===== src/rtl/mem_port_arbiter_if.sv =====
// Shared memory-port bundle between fetch, load/store and the memory macro.
// slave = arbiter side, master = core/memory side.
interface mem_port_arbiter_if #(
  parameter int AW = 32,
  parameter int DW = 32
);
  logic            if_req;
  logic [AW-1:0]   if_addr;
  logic            if_gnt;
  logic            if_rvalid;
  logic [DW-1:0]   if_rdata;
  logic            dm_req;
  logic            dm_we;
  logic [AW-1:0]   dm_addr;
  logic [DW-1:0]   dm_wdata;
  logic [DW/8-1:0] dm_wstrb;
  logic            dm_gnt;
  logic            dm_rvalid;
  logic [DW-1:0]   dm_rdata;
  logic            mem_en;
  logic            mem_we;
  logic [AW-1:0]   mem_addr;
  logic [DW-1:0]   mem_wdata;
  logic [DW/8-1:0] mem_wstrb;
  logic [DW-1:0]   mem_rdata;

  modport slave (
    input  if_req, if_addr,
    input  dm_req, dm_we, dm_addr,
    input  dm_wdata, dm_wstrb,
    input  mem_rdata,
    output if_gnt, if_rvalid, if_rdata,
    output dm_gnt, dm_rvalid, dm_rdata,
    output mem_en, mem_we, mem_addr,
    output mem_wdata, mem_wstrb
  );

  modport master (
    output if_req, if_addr,
    output dm_req, dm_we, dm_addr,
    output dm_wdata, dm_wstrb,
    output mem_rdata,
    input  if_gnt, if_rvalid, if_rdata,
    input  dm_gnt, dm_rvalid, dm_rdata,
    input  mem_en, mem_we, mem_addr,
    input  mem_wdata, mem_wstrb
  );
endinterface


===== src/rtl/mem_port_arbiter.sv =====
// Fetch vs load/store arbiter for one synchronous memory port.
// Define ARB_STARVE_GUARD_EN to build the fetch starvation guard.
module mem_port_arbiter #(
  parameter int AW         = 32,
  parameter int DW         = 32,
  parameter int STARVE_MAX = 4
) (
  input  logic                clk,
  input  logic                reset,
  mem_port_arbiter_if.slave   bus
);

  typedef enum logic [1:0] {
    RSP_NONE,
    RSP_IF,
    RSP_DM
  } rsp_e;

  if (STARVE_MAX < 1 || STARVE_MAX > 255) begin : g_chk
    $error("STARVE_MAX out of range");
  end

  rsp_e            rsp_q;
  logic            force_if;
  logic            if_gnt;
  logic            dm_gnt;
  logic [AW-1:0]   addr;
  logic [DW-1:0]   wdata;
  logic [DW/8-1:0] wstrb;
  logic            we;

`ifdef ARB_STARVE_GUARD_EN
  logic [7:0] starve_q;

  assign force_if = (starve_q == 8'(STARVE_MAX));

  always_ff @(posedge clk) begin
    if (reset) begin
      starve_q <= '0;
    end else if (if_gnt) begin
      starve_q <= '0;
    end else if (bus.if_req) begin
      starve_q <= starve_q + 8'd1;
    end
  end
`else
  assign force_if = 1'b0;
`endif

  // A forced fetch only steals the slot when fetch is actually asking.
  assign dm_gnt = ~reset & bus.dm_req
                & ~(force_if & bus.if_req);
  assign if_gnt = ~reset & bus.if_req & ~dm_gnt;

  always_comb begin
    addr  = '0;
    wdata = '0;
    wstrb = '0;
    we    = 1'b0;
    unique case (1'b1)
      dm_gnt: begin
        addr  = bus.dm_addr;
        wdata = bus.dm_wdata;
        wstrb = bus.dm_wstrb;
        we    = bus.dm_we;
      end
      if_gnt: begin
        addr  = bus.if_addr;
      end
      default: ;
    endcase
  end

  always_ff @(posedge clk) begin
    if (reset) begin
      rsp_q <= RSP_NONE;
    end else if (if_gnt) begin
      rsp_q <= RSP_IF;
    end else if (dm_gnt && !bus.dm_we) begin
      rsp_q <= RSP_DM;
    end else begin
      rsp_q <= RSP_NONE;
    end
  end

  assign bus.if_gnt    = if_gnt;
  assign bus.dm_gnt    = dm_gnt;
  assign bus.mem_en    = if_gnt | dm_gnt;
  assign bus.mem_we    = we;
  assign bus.mem_addr  = addr;
  assign bus.mem_wdata = wdata;
  assign bus.mem_wstrb = wstrb;

  // Routing depends only on who owned last cycle's read.
  assign bus.if_rvalid = (rsp_q == RSP_IF);
  assign bus.dm_rvalid = (rsp_q == RSP_DM);
  assign bus.if_rdata  = bus.if_rvalid
                       ? bus.mem_rdata : '0;
  assign bus.dm_rdata  = bus.dm_rvalid
                       ? bus.mem_rdata : '0;

endmodule


===== src/flat_wrapper.sv =====
// flat-port wrapper written by rule: the top's interface ports become plain ports
module mem_port_arbiter_flat 
#(
  parameter int AW         = 32,
  parameter int DW         = 32,
  parameter int STARVE_MAX = 4
)
  (clk, reset, bus_if_req, bus_if_addr, bus_dm_req, bus_dm_we, bus_dm_addr, bus_dm_wdata, bus_dm_wstrb, bus_mem_rdata, bus_if_gnt, bus_if_rvalid, bus_if_rdata, bus_dm_gnt, bus_dm_rvalid, bus_dm_rdata, bus_mem_en, bus_mem_we, bus_mem_addr, bus_mem_wdata, bus_mem_wstrb);
  mem_port_arbiter_if #(.AW(AW), .DW(DW)) bus_i ();
  input  logic clk;
  input  logic reset;
  input wire logic [$bits(bus_i.if_req)-1:0] bus_if_req;
  input wire logic [$bits(bus_i.if_addr)-1:0] bus_if_addr;
  input wire logic [$bits(bus_i.dm_req)-1:0] bus_dm_req;
  input wire logic [$bits(bus_i.dm_we)-1:0] bus_dm_we;
  input wire logic [$bits(bus_i.dm_addr)-1:0] bus_dm_addr;
  input wire logic [$bits(bus_i.dm_wdata)-1:0] bus_dm_wdata;
  input wire logic [$bits(bus_i.dm_wstrb)-1:0] bus_dm_wstrb;
  input wire logic [$bits(bus_i.mem_rdata)-1:0] bus_mem_rdata;
  output wire logic [$bits(bus_i.if_gnt)-1:0] bus_if_gnt;
  output wire logic [$bits(bus_i.if_rvalid)-1:0] bus_if_rvalid;
  output wire logic [$bits(bus_i.if_rdata)-1:0] bus_if_rdata;
  output wire logic [$bits(bus_i.dm_gnt)-1:0] bus_dm_gnt;
  output wire logic [$bits(bus_i.dm_rvalid)-1:0] bus_dm_rvalid;
  output wire logic [$bits(bus_i.dm_rdata)-1:0] bus_dm_rdata;
  output wire logic [$bits(bus_i.mem_en)-1:0] bus_mem_en;
  output wire logic [$bits(bus_i.mem_we)-1:0] bus_mem_we;
  output wire logic [$bits(bus_i.mem_addr)-1:0] bus_mem_addr;
  output wire logic [$bits(bus_i.mem_wdata)-1:0] bus_mem_wdata;
  output wire logic [$bits(bus_i.mem_wstrb)-1:0] bus_mem_wstrb;
  assign bus_i.if_req = bus_if_req;
  assign bus_i.if_addr = bus_if_addr;
  assign bus_i.dm_req = bus_dm_req;
  assign bus_i.dm_we = bus_dm_we;
  assign bus_i.dm_addr = bus_dm_addr;
  assign bus_i.dm_wdata = bus_dm_wdata;
  assign bus_i.dm_wstrb = bus_dm_wstrb;
  assign bus_i.mem_rdata = bus_mem_rdata;
  assign bus_if_gnt = bus_i.if_gnt;
  assign bus_if_rvalid = bus_i.if_rvalid;
  assign bus_if_rdata = bus_i.if_rdata;
  assign bus_dm_gnt = bus_i.dm_gnt;
  assign bus_dm_rvalid = bus_i.dm_rvalid;
  assign bus_dm_rdata = bus_i.dm_rdata;
  assign bus_mem_en = bus_i.mem_en;
  assign bus_mem_we = bus_i.mem_we;
  assign bus_mem_addr = bus_i.mem_addr;
  assign bus_mem_wdata = bus_i.mem_wdata;
  assign bus_mem_wstrb = bus_i.mem_wstrb;
  mem_port_arbiter #(.AW(AW), .DW(DW), .STARVE_MAX(STARVE_MAX)) u_core (.clk(clk), .reset(reset), .bus(bus_i));
endmodule

===== config.mk =====
export PLATFORM = sky130hd
export DESIGN_NAME = mem_port_arbiter_flat
export DESIGN_NICKNAME = d
export VERILOG_FILES = /design/src/rtl/mem_port_arbiter_if.sv /design/src/rtl/mem_port_arbiter.sv /design/src/flat_wrapper.sv
export SDC_FILE = /design/constraint.sdc
export NUM_CORES = 1
export LEC_CHECK = 0
export ABC_AREA = 1
export CORE_AREA = 2 2 108 110
export CTS_BUF_LIST = sky130_fd_sc_hd__clkbuf_8
export DETAILED_ROUTE_END_ITERATION = 8
export DIE_AREA = 0 0 110 112
export GPL_TIMING_DRIVEN = 0
export HOLD_SLACK_MARGIN = 0.02
export MAX_ROUTING_LAYER = met4
export PLACE_DENSITY = 0.6
export SETUP_SLACK_MARGIN = 0.5
export SLEW_MARGIN = 30
export SYNTH_ARGS = -nofsm -noshare
export SYNTH_HDL_FRONTEND = slang
export SYNTH_SLANG_ARGS = --single-unit
export TNS_END_PERCENT = 50

===== constraint.sdc =====
create_clock -name clk -period 0.8 [get_ports clk]
set_input_delay 0.08 -clock clk [delete_from_list [all_inputs] [get_ports clk]]
set_output_delay 0.08 -clock clk [all_outputs]
set_load 0.1 [all_outputs]

run_1/clock_map.png
Scale: 4 px per um.
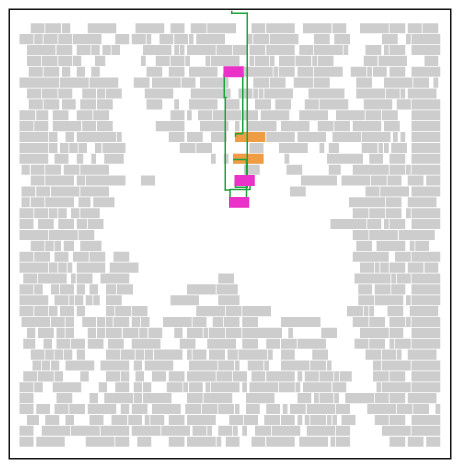
green -> clock wires  # length 125 um
orange -> flip-flops  # count 2
magenta -> cells driving clock nets  # count 3
routed clock nets = 4
Clk network pwr share: 0.070
clk pwr: 0.408 mW

run_1/cell_classes.png
Scale: 4 px per um. Fill, decap, tap and diode cells in grey.
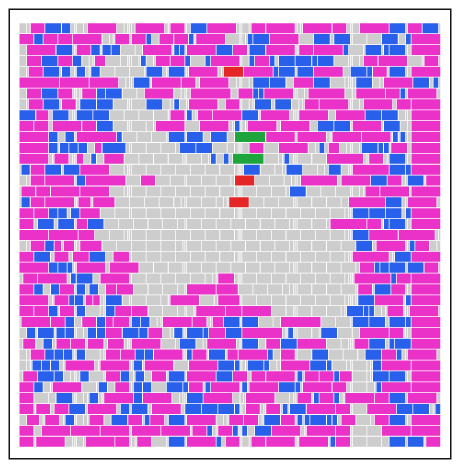
magenta -> other buffers and delay cells  # cells 327, share of their area 68%
green -> flip-flops  # cells 2, share of their area 0.59%
blue -> all other logic  # cells 280, share of their area 31%
red -> cells driving clock nets  # cells 3, share of their area 0.57%

==> out/qor.txt, run 1 <==
Largest regs: u_core.rsp_q x2
Hold Crit Start: bus_dm_req
Gr usage total: 0.195
DIE HEIGHT: 112 um
Floorplan net count: 442
Internal power: 2.59 mW
Number of enable flip-flop cells: 0
Post-CTS sizing: 1446
Worst stage delay on the critical path: 0.34 ns
Count of cell types in the netlist: 11
Most numerous cell in the Yosys netlist: nor2_1
Register area: 42.5 um^2
Ao+oa area frac: 0
Initial antenna violation count: 0
Setup Viol. Count Final: 138
Post-CTS Setup Inserts: 15
CTS Root Cell: clkbuf_8
Status: finished with violations
Largest net degree at the start of global routing: 11
Vias in the first global route: 3522
Sw frac: 0.556
Met2 Usage GRT: 0.387
Flops after synth: 2
Setup TNS after final layout: -55.67 ns
Synth area leaders: nor2_1 28%, inv_1 21%, nand2_1 19%, nand4_1 15%, clkbuf_1 4.6%
Row count: 39
Drt drc: 0
Global placement routability congestion: 0.890
Met1 Use GR: 0.187
Period utilization: 1.72
Area-dominant class: buffers
Top cell excl fill/tap: buf_12
First-pass DRT Iterations: 4
Via density: 4.19
Routed Antenna Nets: 0
Tapcells: 143
Yosys chip area: 1310 um^2
Chip footprint: 12300 um^2
Slowest cell on the critical path: dfxtp_2
DRT Wirelength: 12200 um
Non-Filler Instances: 755
Most frequent cells after synthesis: 97 x nor2_1, 73 x inv_1, 67 x nand2_1, 32 x nand4_1, 16 x clkbuf_1
Hold Crit Depth: 3
H-tree levels: 1
N_diodes: 0
CP endpoint kind: output port
Register with the highest flop count: u_core.rsp_q
CTS sink cnt: 2
Hold path endpoint: u_core.rsp_q[0]$_SDFF_PP0_
Per-cell routed wire length: 16.2 um
Period minus WS final: 1.37 ns
Crit-path cells: nor2_4 -> inv_6 -> clkbuf_16 -> nor2_4 -> buf_12
Top_reg_cell synth: dfxtp_1
Failing checks: setup timing
Number of multi-input logic gates: 205
Crit path DAT: 1.29 ns
Worst vdd ir: 0.641 mV
P&R area growth vs syn: 470%
Final WS setup: -0.573 ns
Yosys cell count: 305
Clock buffers: 3
Clk cell area share: 0.00555
run_1/zoom.png
Region (72, 74) to (92, 94) um. Cells in grey, sequential cells in the stronger grey; small squares are vias.
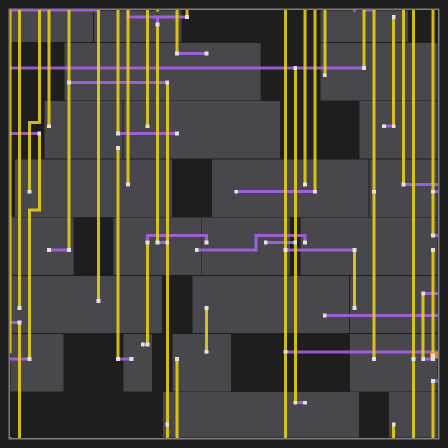
purple -> met1
orange -> met3
yellow -> met2
sequential cells in the window = 0
most frequent = buf_12 (8), nor2_4 (6)
cells with their middle in the window = 21

## Run 2: what changed since run 1
--- a/config.mk
+++ b/config.mk
@@ -13,7 +13,6 @@
 export GPL_TIMING_DRIVEN = 0
 export HOLD_SLACK_MARGIN = 0.02
 export MAX_ROUTING_LAYER = met4
-export PLACE_DENSITY = 0.6
 export SETUP_SLACK_MARGIN = 0.5
 export SLEW_MARGIN = 30
 export SYNTH_ARGS = -nofsm -noshare
run_2/final_congestion.png
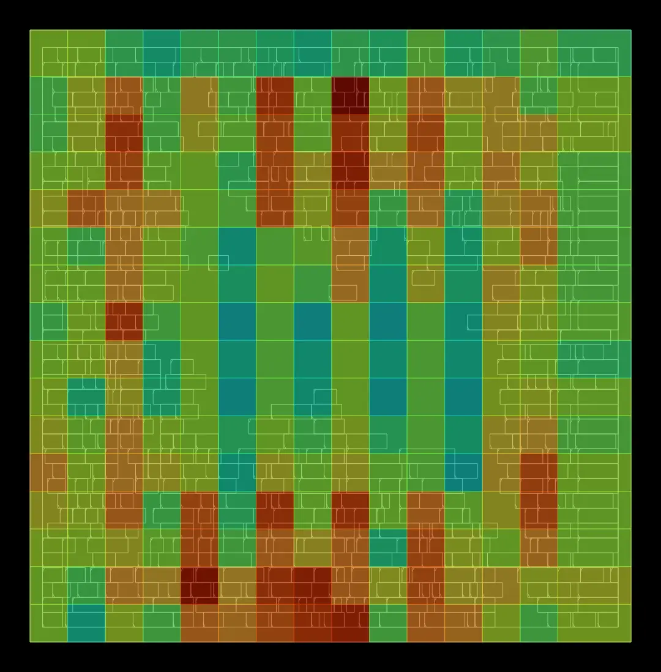
met3 usage: 0.0328
gr usage total: 0.195

==> out/qor.txt, run 2 <==
Pwr per Cell Area: 784 nW/um^2
Via density: 4.19
Clock buffers: 3
Port Buffers: 273
Clk network pwr share: 0.070
Yosys chip area: 1310 um^2
Register with the highest flop count: u_core.rsp_q
Hold Crit Depth: 3
Row count: 39
Period utilization: 1.72
CP endpoint kind: output port
Area leader share: 0.279
Initial antenna violation count: 0
Post-CTS Setup Inserts: 15
Post-Syn Area: 1310 um^2
Placement Setup Slack: -1.93 ns
Met2 Usage GRT: 0.387
Count of cell types in the netlist: 11
Number of multi-input logic gates: 205
Per-cell routed wire length: 16.2 um
Synth area leaders: nor2_1 28%, inv_1 21%, nand2_1 19%, nand4_1 15%, clkbuf_1 4.6%
Top_reg_cell synth: dfxtp_1
Logic pwr share: 0.911
Signal buffers share of area: 0.665
CTS Root Cell: clkbuf_8
Met1 Use GR: 0.187
Status: finished with violations
Slew of the pin with the lowest slew margin: 0.226 ns
Crit-path cells: nor2_4 -> inv_6 -> clkbuf_16 -> nor2_4 -> buf_12
Met3 WL: 979 um
P&R area growth vs syn: 470%
N_diodes: 0
Post-CTS sizing: 1446
Worst vdd ir: 0.641 mV
Setup TNS after final layout: -55.67 ns
Failing checks: setup timing
Drt drc: 0
Finished Core Util: 0.666
Routed Antenna Nets: 0
Yosys cell count: 305
Mapped Cells: 305
Crit path DAT: 1.29 ns
Post-Place Cells: 721
Hold Slack: 0.168 ns
Hold path endpoint: u_core.rsp_q[0]$_SDFF_PP0_
Sequential cell area share: 0.00571
Top cell excl fill/tap: buf_12
Rel. slew slack: 0.849
Setup crit start: u_core.rsp_q[0]$_SDFF_PP0_
Setup Viol. Count Final: 138
Design area: 7450 um^2
M1 WL: 3840 um
Max power group: combinational logic
Async SR Flop Fraction: 0
DRT Wirelength: 12200 um
Hold Crit Start: bus_dm_req
Final HPWL DP: 8130 um
Worst stage delay on the critical path: 0.34 ns
Sequential power: 0.110 mW
Ao+oa area frac: 0
First-pass DRT Iterations: 4
Yosys warning count: 0
Clk cell area share: 0.00555
Critical Path Sink: bus_dm_rdata[8]
Largest delay contributor family on the critical path: buffers and inverters
Most frequent cells after synthesis: 97 x nor2_1, 73 x inv_1, 67 x nand2_1, 32 x nand4_1, 16 x clkbuf_1
H-tree levels: 1
Hold Crit Class: in -> reg
Floorplan net count: 442
Inverters: 75
Number of enable flip-flop cells: 0
Area-dominant class: buffers
Tapcells: 143
Switching Power: 3.25 mW
Tot Pwr: 5.83 mW
Clock tree from TritonCTS: done
Most common cell on crit path: nor2_4
Non-Filler Instances: 755
Most numerous cell in the Yosys netlist: nor2_1
Period minus WS final: 1.37 ns
CTS clk-pin slew, worst paths: 0.03 ns
Largest register FFs: 2
CTS sink cnt: 2
Largest net degree at the start of global routing: 11
Core Box Area: 11200 um^2
Vias in the first global route: 3522
Via count: 3167
Max Fclk: 728 MHz
Hold_buf cts: 0
Final WS setup: -0.573 ns
Internal power: 2.59 mW
Setup crit start kind: register
Non-Clock Buffer Count: 327
Tool warnings: 29
Fillers: 751
DIE HEIGHT: 112 um
Register area: 42.5 um^2
XOR Share, Synth: 0
Slowest cell on the critical path: dfxtp_2
Met2 WL: 7190 um
Flops after synth: 2
Largest regs: u_core.rsp_q x2
Chip footprint: 12300 um^2
# IOs: 275
Static Leakage: 3.22 nW
Clk pwr: 0.408 mW
GRT Residual Overflow: 0
Global placement routability congestion: 0.890
Crit Path Max Fanout: 8
Sw frac: 0.556
Commonest cells after routing, fill and taps aside: 144 x buf_12, 128 x clkdlybuf4s50_1, 101 x nor2_4
Worst path required time: 0.72 ns
Layout cell share with drive strength beyond 1: 0.608
run_2/clock_map.png
Scale: 4 px per um.
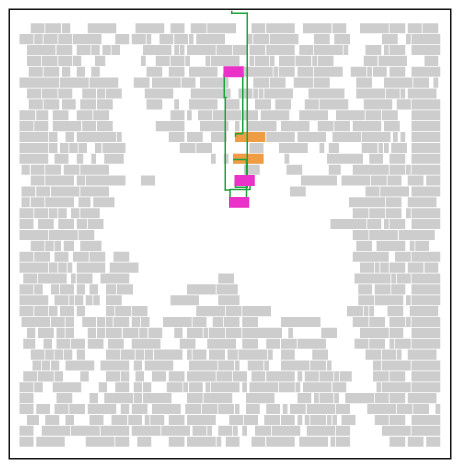
green -> clock wires  # length 125 um
magenta -> cells driving clock nets  # count 3
orange -> flip-flops  # count 2
routed clock nets = 4

run_2/cell_classes.png
Scale: 4 px per um. Fill, decap, tap and diode cells in grey.
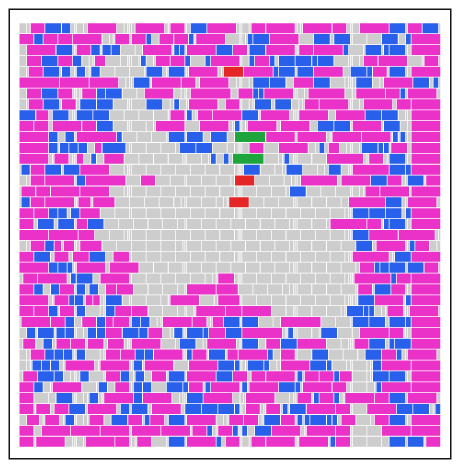

## Run 3: what changed since run 2
--- a/config.mk
+++ b/config.mk
@@ -5,9 +5,8 @@
 export SDC_FILE = /design/constraint.sdc
 export NUM_CORES = 1
 export LEC_CHECK = 0
-export ABC_AREA = 1
 export CORE_AREA = 2 2 108 110
-export CTS_BUF_LIST = sky130_fd_sc_hd__clkbuf_8
+export CTS_BUF_LIST = sky130_fd_sc_hd__clkbuf_2 sky130_fd_sc_hd__clkbuf_4 sky130_fd_sc_hd__clkbuf_8
 export DETAILED_ROUTE_END_ITERATION = 8
 export DIE_AREA = 0 0 110 112
 export GPL_TIMING_DRIVEN = 0
run_3/cell_classes.png
Scale: 4 px per um. Fill, decap, tap and diode cells in grey.
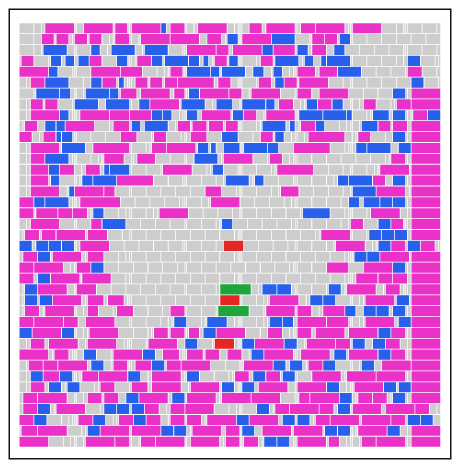
green -> flip-flops  # cells 2, share of their area 0.63%
red -> cells driving clock nets  # cells 3, share of their area 0.61%
blue -> all other logic  # cells 205, share of their area 29%
magenta -> other buffers and delay cells  # cells 319, share of their area 70%
design area: 6970 um^2
Core Box Area: 11200 um^2
row count: 39
Finished Core Util: 0.623
sequential cell area share: 0.00611

run_3/clock_map.png
Scale: 4 px per um.
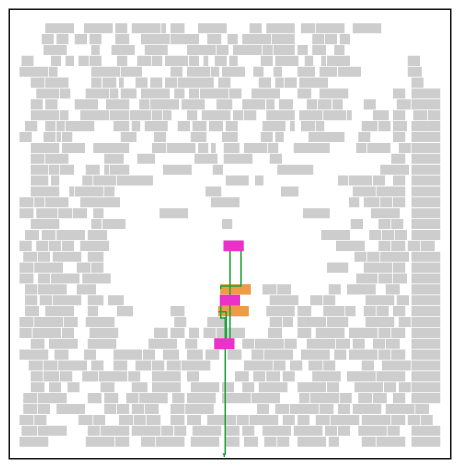
green -> clock wires  # length 96.7 um
orange -> flip-flops  # count 2
magenta -> cells driving clock nets  # count 3
routed clock nets = 4
Clk network pwr share: 0.072
clk pwr: 0.395 mW

==> out/qor.txt, run 3 <==
Status: finished with violations
Failing checks: setup timing
Count of cell types in the netlist: 15
Critical Path Sink: bus_if_rdata[29]
Via density: 4.14
Worst vdd ir: 0.532 mV
Max power group: combinational logic
Period utilization: 1.72
Gr usage total: 0.175
Commonest cells after routing, fill and taps aside: 144 x buf_12, 99 x and2_4, 89 x clkdlybuf4s50_1
Via count: 2786
Met1 Use GR: 0.189
Tool warnings: 29
Post-CTS sizing: 1336
Non-Filler Instances: 673
Most common cell on crit path: buf_12
Met2 WL: 6100 um
Final WS setup: -0.576 ns
Flops after synth: 2
Setup Viol. Count Final: 138
Static Leakage: 2.89 nW
Area leader share: 0.457
Hold Crit Class: in -> reg
Rel. slew slack: 0.866
Setup crit start: u_core.rsp_q[1]$_SDFF_PP0_
# IOs: 275
CP endpoint kind: output port
Number of enable flip-flop cells: 0
Area-dominant class: buffers
Met3 WL: 696 um
First-pass DRT Iterations: 4
Sequential power: 0.107 mW
Register area: 42.5 um^2
Placement Setup Slack: -1.84 ns
H-tree levels: 1
Post-Syn Area: 1380 um^2
DRT Wirelength: 10800 um
GRT Residual Overflow: 0
Per-cell routed wire length: 16.0 um
Chip footprint: 12300 um^2
Crit-path cells: and2b_4 -> buf_12 -> and2_4 -> buf_12
Slowest cell on the critical path: and2b_4
Largest net degree at the start of global routing: 11
CTS Root Cell: clkbuf_8
Drt drc: 0
Hold Crit Depth: 3
Post-Place Cells: 647
Synth area leaders: and2_1 46%, nand3b_1 17%, a21oi_1 12%, nand2_1 8.7%, buf_2 2.9%
Top cell excl fill/tap: buf_12
Most numerous cell in the Yosys netlist: and2_1
DIE HEIGHT: 112 um
Hold Crit Start: reset
Top_reg_cell synth: dfxtp_1
Crit Path Max Fanout: 10
Post-CTS Setup Inserts: 12
Fillers: 858
Largest delay contributor family on the critical path: simple AND/OR/NAND/NOR gates
Number of multi-input logic gates: 205
Hold Slack: 0.229 ns
M1 WL: 3800 um
Signal buffers share of area: 0.684
Max Fclk: 727 MHz
Period minus WS final: 1.38 ns
Vias in the first global route: 3218
Non-Clock Buffer Count: 319
Global placement routability congestion: 0.775
Crit path DAT: 1.30 ns
Slew of the pin with the lowest slew margin: 0.201 ns
Async SR Flop Fraction: 0
Sw frac: 0.526
XOR Share, Synth: 0
Mapped Cells: 232
Met3 usage: 0.0269
Yosys warning count: 0
Tapcells: 143
Worst path required time: 0.72 ns
Worst stage delay on the critical path: 0.31 ns
Inverters: 0
Setup TNS after final layout: -54.91 ns
Clock tree from TritonCTS: done
Met2 Usage GRT: 0.328
Largest register FFs: 2
Routed Antenna Nets: 0
Setup crit start kind: register
Layout cell share with drive strength beyond 1: 0.667
Tot Pwr: 5.45 mW
Switching Power: 2.87 mW

==> notes/layouts.md <==
Pictures saved along the way, in no particular order.

PDN straps and rails.
Scale: 3 px per um. Pins as bars on the die edge.
shot_01.png
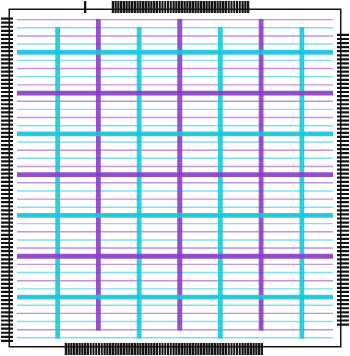
shot_02.png
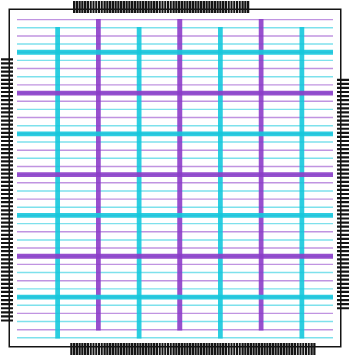
Run 3 is shot_02.png.
Run 1 is shot_01.png.

Key to shot_01.png:
cyan -> VSS
purple -> VDD
rows = 39
signal pins = 275
met1 rails = 40
met4 straps = 7
met5 straps = 7

No activity file was given, so power comes from the tool's default toggle rates.
